--- src/rtl/bank_dispatch_ctrl.sv ---
// Single-outstanding request dispatcher for the 1-to-16 bank demux: latches the
// target bank, waits for it to be free, fires a one-cycle strobe, then reports ack or timeout.
module bank_dispatch_ctrl #(
    parameter int unsigned TIMEOUT = 15
) (
    input  logic        clk,
    input  logic        rst,
    input  logic        req_valid,
    input  logic [3:0]  req_bank,
    output logic        req_ready,
    input  logic [15:0] bank_busy,
    output logic [3:0]  sel,
    output logic        strobe,
    input  logic        ack,
    output logic        done,
    output logic        err,
    output logic [3:0]  resp_bank
);

    localparam int unsigned CW = $clog2(TIMEOUT + 1);

    typedef enum logic [2:0] {
        IDLE  = 3'd0,
        HOLD  = 3'd1,
        ISSUE = 3'd2,
        WAIT  = 3'd3,
        RESP  = 3'd4
    } state_t;

    state_t          state_q;
    logic [CW-1:0]   cnt_q;
    logic [3:0]      sel_q;
    logic [3:0]      resp_bank_q;
    logic            req_ready_q;
    logic            strobe_q;
    logic            done_q;
    logic            err_q;

    // Transaction FSM; every output is set on the edge that enters the state it belongs to.
    always_ff @(posedge clk or posedge rst) begin
        if (rst) begin
            state_q     <= IDLE;
            cnt_q       <= '0;
            sel_q       <= 4'd0;
            resp_bank_q <= 4'd0;
            req_ready_q <= 1'b1;
            strobe_q    <= 1'b0;
            done_q      <= 1'b0;
            err_q       <= 1'b0;
        end else begin
            strobe_q <= 1'b0;
            done_q   <= 1'b0;
            err_q    <= 1'b0;
            case (state_q)
                IDLE: begin
                    if (req_valid && req_ready_q) begin
                        sel_q       <= req_bank;
                        resp_bank_q <= req_bank;
                        req_ready_q <= 1'b0;
                        if (bank_busy[req_bank]) begin
                            state_q <= HOLD;
                        end else begin
                            state_q  <= ISSUE;
                            strobe_q <= 1'b1;
                        end
                    end
                end
                HOLD: begin
                    if (!bank_busy[sel_q]) begin
                        state_q  <= ISSUE;
                        strobe_q <= 1'b1;
                    end
                end
                ISSUE: begin
                    cnt_q   <= '0;
                    state_q <= WAIT;
                end
                WAIT: begin
                    // ack in the last counted cycle still beats the timeout
                    if (ack) begin
                        state_q <= RESP;
                        done_q  <= 1'b1;
                    end else if (cnt_q == CW'(TIMEOUT - 1)) begin
                        state_q <= RESP;
                        err_q   <= 1'b1;
                    end else begin
                        cnt_q <= cnt_q + CW'(1);
                    end
                end
                RESP: begin
                    state_q     <= IDLE;
                    req_ready_q <= 1'b1;
                end
                default: begin
                    state_q     <= IDLE;
                    req_ready_q <= 1'b1;
                end
            endcase
        end
    end

    assign req_ready = req_ready_q;
    assign sel       = sel_q;
    assign strobe    = strobe_q;
    assign done      = done_q;
    assign err       = err_q;
    assign resp_bank = resp_bank_q;

endmodule

--- config.mk ---
export PLATFORM = sky130hd
export DESIGN_NAME = bank_dispatch_ctrl
export DESIGN_NICKNAME = d
export VERILOG_FILES = /design/src/rtl/bank_dispatch_ctrl.sv
export SDC_FILE = /design/constraint.sdc
export NUM_CORES = 1
export LEC_CHECK = 0
export ABC_CLOCK_PERIOD_IN_PS = 2400
export CAP_MARGIN = 20
export CORE_MARGIN = 2
export CORE_UTILIZATION = 44
export CTS_CLUSTER_SIZE = 40
export DETAILED_ROUTE_END_ITERATION = 12
export PLACE_DENSITY = 0.78
export SYNTH_ARGS = -nofsm -noshare
export SYNTH_HDL_FRONTEND = slang
export SYNTH_SLANG_ARGS = --single-unit
export TNS_END_PERCENT = 100
--- constraint.sdc ---
create_clock -name clk -period 2.4 [get_ports clk]
set_input_delay 0.36 -clock clk [delete_from_list [all_inputs] [get_ports clk]]
set_output_delay 0.36 -clock clk [all_outputs]
set_load 0.02 [all_outputs]
Fig. 1: M1 wires
Scale: 10 px per µm. Supply wires on this layer in gray. Cells faint in the background.
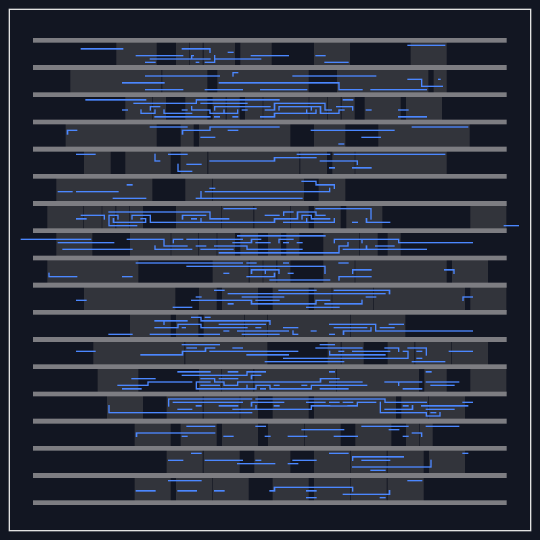
143 nets have wire on it. The layer holds 46% of the routed length.

Fig. 2: the metal 2 layer
Scale: 10 px per µm.
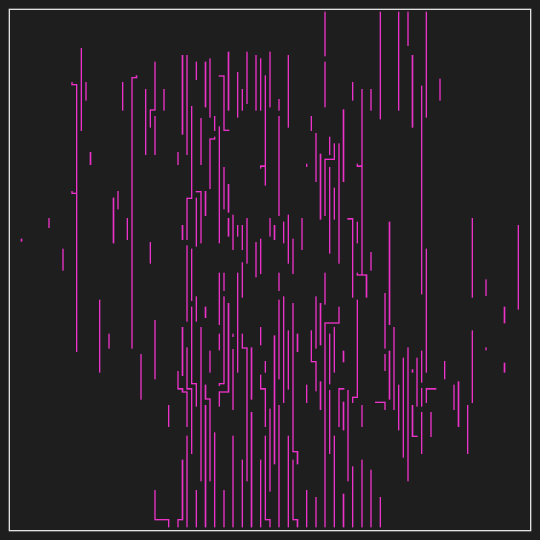
The longest straight run is 27.0 µm. 135 nets have wire on it. The layer holds 50% of the routed length. The wires run mostly vertical.

Fig. 3: signal wires on met3
Scale: 12 px per µm. Cells faint in the background.
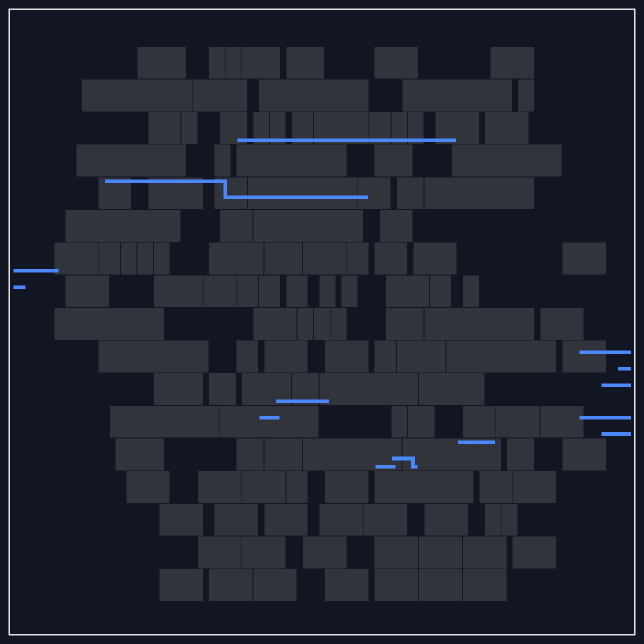
The wires run mostly horizontal. The layer carries 70.3 µm of wire. 14 nets have wire on it. The longest straight run is 17.9 µm.

==> impl_metrics.ini <==
; synthesis and place-and-route metrics
[run_status]
status = complete, no violations

[run]
warnings = 27

[yosys]
yosysUniqueCellTypes = 35
synth_seq_share = 0.372
synth_area_per_cell_um2 = 10.8
syn_area_um2 = 1010
ys_area_um2 = 1010
fp_nets = 120

[setup_path]
worstPathRequired_ns = 2.04
worstRegToRegCells = 5
cp_num_buf_inv = 1
cp-start-kind = flop
r2r-end = state_q[0]
cp_slowest_cell = clkdlybuf4s50_1

[placed_design]
placed_cell_area_um2 = 1370
dp_slack_ns = 0.234
place_congestion = 0.802

[final_timing]
rsz0062_at_grt = false
drv_slew = 0
slew_headroom = 0.631
hold_viol = 0
worst_slew_pin_slew_ns = 0.539

[finish]
fin_cells = 157
ff_count = 15
largest_cell_class = logic gates
sh_seq_area = 0.270
n_all_buffers = 36
nonClkBufAreaFrac = 0.257
comb_cells = 71
sh_comb_area = 0.420

[global_route]
use_met2 = 0.289
grt.overflow.total = 0

[drt]
drt-initial-drc-count = 26
post_drt_wl_per_cell_um = 13.7
vias = 829
drt_wl_total_um = 2160
wl_met3_um = 70
wirelength_met1_um = 1000

[cts]
cts_buffers = 3
clockBufferDepth = 2
cts_tree = done

[die]
io_pins = 36
initial_core_util = 0.463
rows = 17

[power]
peakVddDrop_v = 0.000780
==> worst max path at each step <==
stage | end | cells past startpoint | slack (ns)
floorplan | state_q[0] | 6 | 0.56
global placement | state_q[0] | 6 | 0.26
detailed placement | state_q[0] | 6 | 0.23
CTS | sel[2] | 1 | 0.47
global route | resp_bank[2] | 1 | 0.40
finish | sel[2] | 1 | 0.49
==> worst reg2reg max path, stage by stage (launching register included) <==
cell	delay, ns
dfrtp_1	0.60
mux4_2	0.56
mux2_4	0.29
nand3_2	0.07
o311a_1	0.18
a32oi_1	0.09
==> where the power goes <==
part	internal [W]	total (W)	switching [W]
clock network	0.0000617	0.000135	0.0000737
logic	0.000430	0.000785	0.000355
registers	0.000353	0.000519	0.000167
total	0.000844	0.00144	0.000596
==> sequential cells by signal, summed over array words and instances (netlist names) <==
signal,count
state_q,3
resp_bank,4
strobe,1
err,1
req_ready,1
cnt_q,4
done,1
==> cell families (layout without fill, tap and decap cells) <==
group	count (synthesis)	after routing	share of synthesized area
compound gates	11	11	0.0778
xor+xnor	2	2	0.0173
fa+ha+maj	2	2	0.0247
buf+inv	8	43	0.0519
flops	15	15	0.372
mux	16	16	0.232
simple gates	40	40	0.225
==> cell usage after synthesis, types with 2 or more instances <==
cell      number  area share
inv_1          3       0.011
mux2_2         2       0.022
nand2_1        8       0.030
mux2i_1        4       0.040
nand3_1        2      0.0099
nor3_1         3       0.015
nand3b_1       3       0.022
nor2b_1        4       0.025
nand4_1        2       0.012
mux4_2         5        0.11
xor2_1         2       0.017
buf_4          4       0.030
nor2_1        10       0.037
nor3b_1        2       0.015
dfrtp_1       14        0.35
a21oi_1        3       0.015
mux2_1         4       0.044
ha_1           2       0.025
No activity file was given, so power comes from the tool's default toggle rates.
